`src/rtl/mem_arbiter_pkg.sv`:
```
// mem_arbiter_pkg -- shared definitions for the fetch/data memory arbiter.
//   arbstate_t     : arbiter FSM encoding (IDLE, GRANT, RESP)
//   OWNER_I/D      : owner encodings (0 = instruction fetch, 1 = data)
//   TIMEOUT_RESULT : read data returned to the owner when an access times out
//   OPLEN_WORD     : operand length used for every instruction fetch
//   pick_winner    : round-robin winner select between the two requesters
package mem_arbiter_pkg;

   typedef enum logic [1:0] {
      IDLE  = 2'd0,
      GRANT = 2'd1,
      RESP  = 2'd2
   } arbstate_t;

   localparam logic        OWNER_I        = 1'b0;
   localparam logic        OWNER_D        = 1'b1;
   localparam logic [31:0] TIMEOUT_RESULT = 32'hFFFF_FFFF;
   localparam logic [1:0]  OPLEN_WORD     = 2'b10;

   // A lone requester always wins; under contention the side that was not
   // served last wins, so continuous dual traffic alternates.
   function automatic logic pick_winner(input logic i_req,
                                        input logic d_req,
                                        input logic last_owner);
      logic w;
      if (i_req && d_req) w = ~last_owner;
      else if (d_req)     w = OWNER_D;
      else                w = OWNER_I;
      return w;
   endfunction

endpackage

```
`src/rtl/mem_arbiter.sv`:
```
// mem_arbiter -- arbitrates an instruction-fetch port and a data port onto a
// single shared memory controller, one access outstanding at a time.
//
// Ports
//   clk, rst_n                  : clock, asynchronous active-low reset
//   i_enable, i_addr            : fetch request (held until i_valid)
//   i_valid, i_result           : fetch completion pulse / read data
//   d_enable, d_addr, d_wdata,
//   d_we, d_oplen, d_unsigned   : data request (held until d_valid)
//   d_valid, d_result           : data completion pulse / load data
//   m_enable, m_addr, m_wdata,
//   m_we, m_oplen, m_unsigned   : registered request to the memory controller
//   m_valid, m_result           : memory controller completion
//   busy, owner, err            : FSM not idle / current owner / sticky timeout
//
// Configuration
//   ARB_TIMEOUT_EN : when defined, a granted access that sees no m_valid for
//                    TIMEOUT_CYCLES cycles is completed with TIMEOUT_RESULT
//                    and err is set until reset. When undefined, GRANT waits
//                    indefinitely and err is tied low.
module mem_arbiter
   import mem_arbiter_pkg::*;
#(
   parameter int unsigned TIMEOUT_CYCLES = 1024
) (
   input  logic        clk,
   input  logic        rst_n,
   input  logic        i_enable,
   input  logic [31:0] i_addr,
   output logic        i_valid,
   output logic [31:0] i_result,
   input  logic        d_enable,
   input  logic [31:0] d_addr,
   input  logic [31:0] d_wdata,
   input  logic        d_we,
   input  logic [1:0]  d_oplen,
   input  logic        d_unsigned,
   output logic        d_valid,
   output logic [31:0] d_result,
   output logic        m_enable,
   output logic [31:0] m_addr,
   output logic [31:0] m_wdata,
   output logic        m_we,
   output logic [1:0]  m_oplen,
   output logic        m_unsigned,
   input  logic        m_valid,
   input  logic [31:0] m_result,
   output logic        busy,
   output logic        owner,
   output logic        err
);

   if (TIMEOUT_CYCLES < 1) begin : g_param_chk
      $error("mem_arbiter: TIMEOUT_CYCLES must be at least 1");
   end

   arbstate_t state, next_state;
   logic      last_owner;
   logic      req_any;
   logic      winner;
   logic      done_ok;
   logic      timed_out;
   logic      finish;
   logic      start;

   assign req_any = i_enable | d_enable;
   assign winner  = pick_winner(i_enable, d_enable, last_owner);
   assign start   = (state == IDLE) && req_any;
   // m_valid only counts while an access is granted; IDLE/RESP ignore it.
   assign done_ok = (state == GRANT) && m_valid;
   assign finish  = done_ok | timed_out;
   assign busy    = (state != IDLE);

`ifdef ARB_TIMEOUT_EN
   localparam int unsigned CNT_W = $clog2(TIMEOUT_CYCLES) + 1;
   localparam logic [CNT_W-1:0] CNT_LAST = CNT_W'(TIMEOUT_CYCLES - 1);

   logic [CNT_W-1:0] wait_cnt;

   // wait_cnt holds the number of GRANT cycles already completed, so the
   // access is abandoned at the end of GRANT cycle number TIMEOUT_CYCLES.
   assign timed_out = (state == GRANT) && !m_valid && (wait_cnt == CNT_LAST);

   always_ff @(posedge clk or negedge rst_n) begin
      if (!rst_n) begin
         wait_cnt <= '0;
         err      <= 1'b0;
      end else begin
         if (start)
            wait_cnt <= '0;
         else if (state == GRANT)
            wait_cnt <= wait_cnt + 1'b1;
         if (timed_out)
            err <= 1'b1;
      end
   end
`else
   assign timed_out = 1'b0;
   assign err       = 1'b0;
`endif

   // State register
   always_ff @(posedge clk or negedge rst_n) begin
      if (!rst_n) state <= IDLE;
      else        state <= next_state;
   end

   // Next-state logic
   always_comb begin
      next_state = state;
      case (state)
         IDLE:    if (req_any) next_state = GRANT;
         GRANT:   if (finish)  next_state = RESP;
         RESP:    next_state = IDLE;
         default: next_state = IDLE;
      endcase
   end

   // Request/response datapath. The m_* fields are registered at grant and
   // left untouched for the whole GRANT phase, so requesters may drop or
   // change their inputs without disturbing the access in flight.
   always_ff @(posedge clk or negedge rst_n) begin
      if (!rst_n) begin
         m_enable   <= 1'b0;
         m_addr     <= '0;
         m_wdata    <= '0;
         m_we       <= 1'b0;
         m_oplen    <= '0;
         m_unsigned <= 1'b0;
         owner      <= OWNER_I;
         last_owner <= OWNER_I;
         i_valid    <= 1'b0;
         d_valid    <= 1'b0;
         i_result   <= '0;
         d_result   <= '0;
      end else begin
         i_valid <= 1'b0;
         d_valid <= 1'b0;

         if (start) begin
            m_enable   <= 1'b1;
            owner      <= winner;
            last_owner <= winner;
            if (winner == OWNER_D) begin
               m_addr     <= d_addr;
               m_wdata    <= d_wdata;
               m_we       <= d_we;
               m_oplen    <= d_oplen;
               m_unsigned <= d_unsigned;
            end else begin
               m_addr     <= i_addr;
               m_wdata    <= '0;
               m_we       <= 1'b0;
               m_oplen    <= OPLEN_WORD;
               m_unsigned <= 1'b0;
            end
         end

         if (finish) begin
            // Quiet the controller bus between accesses.
            m_enable   <= 1'b0;
            m_addr     <= '0;
            m_wdata    <= '0;
            m_we       <= 1'b0;
            m_oplen    <= '0;
            m_unsigned <= 1'b0;
            if (owner == OWNER_D) begin
               d_valid  <= 1'b1;
               d_result <= done_ok ? m_result : TIMEOUT_RESULT;
            end else begin
               i_valid  <= 1'b1;
               i_result <= done_ok ? m_result : TIMEOUT_RESULT;
            end
         end
      end
   end

endmodule

```
`config.mk`:
```
export PLATFORM = sky130hd
export DESIGN_NAME = mem_arbiter
export DESIGN_NICKNAME = d
export VERILOG_FILES = /design/src/rtl/mem_arbiter_pkg.sv /design/src/rtl/mem_arbiter.sv
export SDC_FILE = /design/constraint.sdc
export NUM_CORES = 1
export LEC_CHECK = 0
export ABC_AREA = 0
export CORE_MARGIN = 2
export CORE_UTILIZATION = 38
export CTS_CLUSTER_DIAMETER = 60
export DETAILED_ROUTE_END_ITERATION = 16
export PLACE_DENSITY = 0.77
export SLEW_MARGIN = 15
export SYNTH_ARGS = -nofsm -noshare
export SYNTH_HDL_FRONTEND = slang
export SYNTH_SLANG_ARGS = --single-unit
```
`constraint.sdc`:
```
create_clock -name clk -period 3.86 [get_ports clk]
set_input_delay 0.579 -clock clk [delete_from_list [all_inputs] [get_ports clk]]
set_output_delay 0.579 -clock clk [all_outputs]
set_load 0.01 [all_outputs]
```
==> run notes, run 1 <==
Quick summary of the implementation run below.

The number of antenna violations at the first check in global routing came out at 0. The proportion of power drawn by flip-flops and latches is 34.8%. The die span in x is between 100 and 150 microns. The number of combinational gates with multiple inputs is 180. The area fraction in mux cells came out at 19.4%. Leaving out fill and tap cells, the most frequent cell in the layout is clkdlybuf4s50_1. The first global-routing pass estimated 21.9 mm of wire. The number of logic stages on the critical path including buffering came out at 5.

The clock insertion delay at the later pin of the skew report came out at 420 ps. The portion of total power attributed to combinational logic is 42.3%. The clock tree skew after final layout is a little over 6 ps. Counting plain and timing-repair buffers in the layout gives around 280. The top cell family by delay on the critical path is AND-OR/OR-AND gates.

The xor and xnor fraction of the mapped netlist area is 0%. The area occupied by registers is 3450 sq um. OpenROAD emitted warnings numbering 28. After synthesis the cells add up to 5380 sq um. For this design, the CTS-stage hold fixing added 0 buffers. Clock cells make up 6.90% of the layout cell area. The post-place instance area came out at roughly 8200 sq um. Across all checked pins, the minimum headroom to the slew limit is 36.6%.

The compound-cell area share of the yosys netlist is 11.7%. Logic depth along the worst register-to-register path is recorded as 3. Buffers inserted during clock tree synthesis total 17. Looking at the clock tree report, the root buffer type is clkbuf_16. The number of different library cells used by synthesis comes to 25. The initial utilization of the core area, before any placement, comes to around 40%.

The count of sequential standard cells is approximately 140. The endpoint identified for the worst register-to-register timing path is i_result[5]. Summed over all routing layers, the global router reports a total usage of 19.2%. The non-clock buffer area fraction after layout is 31.4%. In the post-synthesis netlist, the biggest area contributors are dfrtp_1 (64%), mux2_2 (13%), mux2i_1 (6.0%). The run finished with clean final reports.
[run 1: synthesized netlist by cell type, drive strengths merged]
| master | count |
|---|---|
| buf | 20 |
| or2b | 1 |
| mux2 | 64 |
| o21ai | 2 |
| a21o | 1 |
| o2bb2ai | 33 |
| a22o | 35 |
| nor2 | 2 |
| and2 | 1 |
| clkbuf | 5 |
| nor2b | 1 |
| nand2 | 3 |
| nor3 | 1 |
| conb | 1 |
| nand3b | 1 |
| dfrtp | 138 |
| a211o | 1 |
| inv | 4 |
| a21boi | 1 |
| mux2i | 32 |
[run 1: flip-flops by register name, indices dropped and copies added (netlist names)]
name        count
d_result       32
d_valid         1
i_result       32
i_valid         1
last_owner      1
m_addr         32
m_enable        1
m_oplen         2
m_unsigned      1
m_wdata        32
m_we            1
state           2
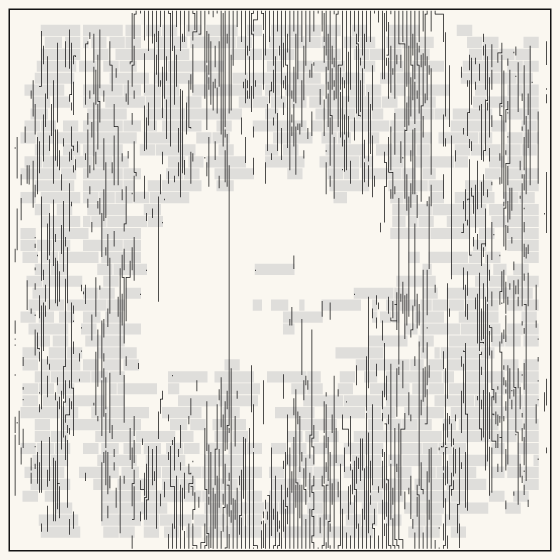
Run 1: metal 2
- nets with wire on the layer: 698
- share of all routed wire: 50%
total wire length after detailed routing: 14.6 mm
vias after detailed routing: 3986
met2 track demand over resource: 32.5%

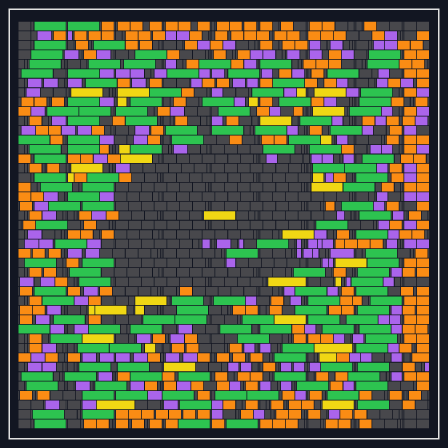
Run 1: cell classes on the final placement
Fill, decap, tap and diode cells in gray.
- orange: remaining buffers and delay cells (cells 278; share of their area 32%)
- green: sequential cells (cells 138; share of their area 40%)
- yellow: clock drivers and dummy loads (cells 32; share of their area 7.1%)
- purple: remaining logic cells (cells 184; share of their area 21%)
fraction of area in registers: 39.1%
Row Count: 43
final standard cell area without fillers: 8830 sq um
Core Area: 13800 sq um
share of the core filled with cells: 63.8%

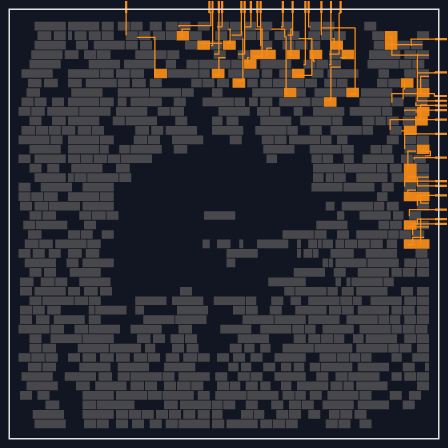
Run 1: wires at chosen ports, followed through buffers
- orange: d_addr (bits 32; direction input; end cells 32; wire 598 microns)
number of placed I/O pins: 275
I/O Buffers: 273

Run 1, the metal 3 layer:
Scale bar: 20 microns.
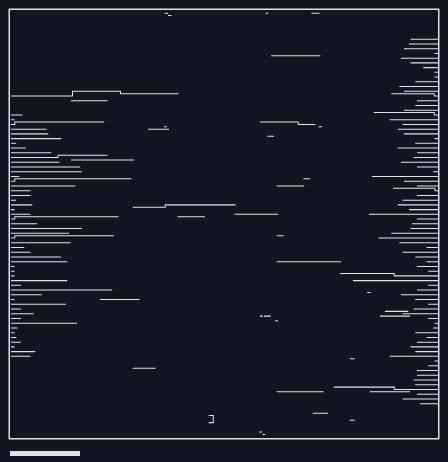

==> inputs of run 2 (changes only) <==
--- a/config.mk
+++ b/config.mk
@@ -7,7 +7,7 @@
 export LEC_CHECK = 0
 export ABC_AREA = 0
 export CORE_MARGIN = 2
-export CORE_UTILIZATION = 38
+export CORE_UTILIZATION = 36
 export CTS_CLUSTER_DIAMETER = 60
 export DETAILED_ROUTE_END_ITERATION = 16
 export PLACE_DENSITY = 0.77
==> constraint.sdc (replaced) <==
create_clock -name clk -period 1.9 [get_ports clk]
set_input_delay 0.285 -clock clk [delete_from_list [all_inputs] [get_ports clk]]
set_output_delay 0.285 -clock clk [all_outputs]
set_load 0.01 [all_outputs]
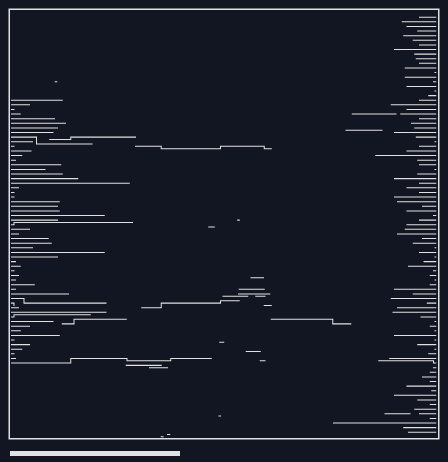
Run 2: the metal 3 layer
Scale bar: 50 microns.
- nets with wire on the layer: 162
- longest straight run: 35.0 microns
- share of all routed wire: 9.7%
- wire length on this layer: 1440 microns
- main direction: horizontal
total wire length after detailed routing: 14.8 mm
global routing met3 resource utilization: 9.01%
vias after detailed routing: 4049

==> run 2 against run 1 <==
Combinational power is 110% higher. Sequential cell count stayed put. Via count is 1.6% higher. Largest power group unchanged. Worst hold slack better by 45 ps. Clock skew is 1.6 ps higher. Critical path depth is 2 lower. Synthesized area stayed put. Clock-buffer cell count stayed put.
==> run notes, run 2 <==
Quick summary of the implementation run below.

Outcome: finished, final reports clean (unchanged). The dominant register cell in the synthesized netlist is dfrtp_1 (unchanged). The async set-or-reset flop fraction in the synthesized netlist came out at 100% (unchanged). The endpoint of the worst register-to-register path is i_result[26] (was i_result[5]). The area reported by Yosys stat is 5380 sq um (unchanged). The OpenROAD warning count is 26 (was 28). The gate count of the mapped netlist is 347 (unchanged). Largest cells by area after synthesis: dfrtp_1 (64%), mux2_2 (13%), mux2i_1 (6.0%) (unchanged). Leading post-synthesis cells by instance count: dfrtp_1 (138), mux2_2 (64), a22o_1 (35) (unchanged). The area of all placed cells without fillers was 8980 sq um (was 8830 sq um).

The portion of total power attributed to combinational logic was 43.0% (was 42.3%). The count of flip-flops with a built-in enable after synthesis is 0 (unchanged). The power in combinational cells is 0.00638 W (was 0.00305 W).

The clock tree skew after final layout came to 7.87 ps (was 6.22 ps). The leading cell type in the layout, fill and taps excluded was clkdlybuf4s50_1 (unchanged). The simple-gate portion of the synthesized area came out at 1.05% (unchanged). The count of boundary I/O pins came out at 275 (unchanged). The total track usage came out at 18.7% (was 19.2%). The port buffer count came out at 273 (unchanged).

The number of gates resized after CTS is 0 (unchanged). The met2 usage in global routing came out at 32.0% (was 32.5%). Cell-by-cell trace of the critical path: nor2_1 > inv_1 > clkdlybuf4s50_1 (was clkdlybuf4s50_1 > nor3_1 > a211o_2 > buf_4 > o2bb2ai_1). The compound-cell area share of the yosys netlist is 11.7% (unchanged). The top cell family by delay on the critical path is buffers and inverters (was AND-OR/OR-AND gates). The count of hold-fix buffers inserted at cts came to 1 (was 0). The distinct cell type count of the synthesized netlist came out at 25 (unchanged). The final core utilization is 61.6% (was 63.8%). The number of buffers created by CTS is 17 (unchanged).

The proportion of power drawn by flip-flops and latches is 34.4% (was 34.8%). The placed instance count came out at 789 (was 780). The biggest power consumer among the groups is combinational logic (unchanged).

The type of the most critical hold path was in -> async (unchanged). The clock insertion delay at the later pin of the skew report was 410 ps (was 420 ps). The first-pass detailed-route iteration total came out at 4 (unchanged). The number of antenna violations at the first check in global routing came out at 0 (unchanged). The leading cell type by number of instances after synthesis is dfrtp_1 (unchanged). The die span in x came to 126 microns (was 123 microns). The maximum clock insertion buffer count came out at 2 (unchanged). The via count normalized by instance count came out at 4.93 (was 4.91). The number of placement rows came out at 44 (was 43). The wire length of the first global-routing pass came out at 23.3 mm (was 21.9 mm). The post-synthesis cell area is 5380 sq um (unchanged). The share of the core filled by cells before placement is 36.9% (was 38.9%). The area fraction in mux cells came out at 19.4% (unchanged). The sum of internal, switching and leakage power came to 0.0148 W (was 0.00721 W). The post-place instance area came out at 8360 sq um (was 8220 sq um). The xor and xnor fraction of the mapped netlist area came out at 0% (unchanged). The share of cells above drive strength 1 is 17.7% (was 16.9%). The buffer type at the clock tree root is clkbuf_16 (unchanged). The total core area came out at 14600 sq um (was 13800 sq um).
-- run 2: cell counts after synthesis --
No cell type changed its count.
-- run 2: worst max-delay path by stage --
stage / slack (ps) / cells past startpoint / start / endpoint
6_report: 110 / 3 / state[1] / busy
5_1_grt: 20 / 3 / state[0] / busy
4_1_cts: 30 / 1 / last_owner / owner
3_5_place_dp: 30 / 5 / m_valid / i_result[26]
3_3_place_gp: 60 / 5 / i_enable / m_wdata[1]
2_1_floorplan: 470 / 4 / state[1] / i_result[10]
-- run 2: layout make-up --
type / count / area [sq um]
fillers: 1076 / 5610
flip-flops and latches: 138 / 3450
repair buffers: 284 / 2920
multi-input cells: 180 / 1750
clock buffers: 18 / 439
well taps: 184 / 230
clock inverters: 14 / 170
inverters: 4 / 15.0
Power and IR drop assume default switching activity.
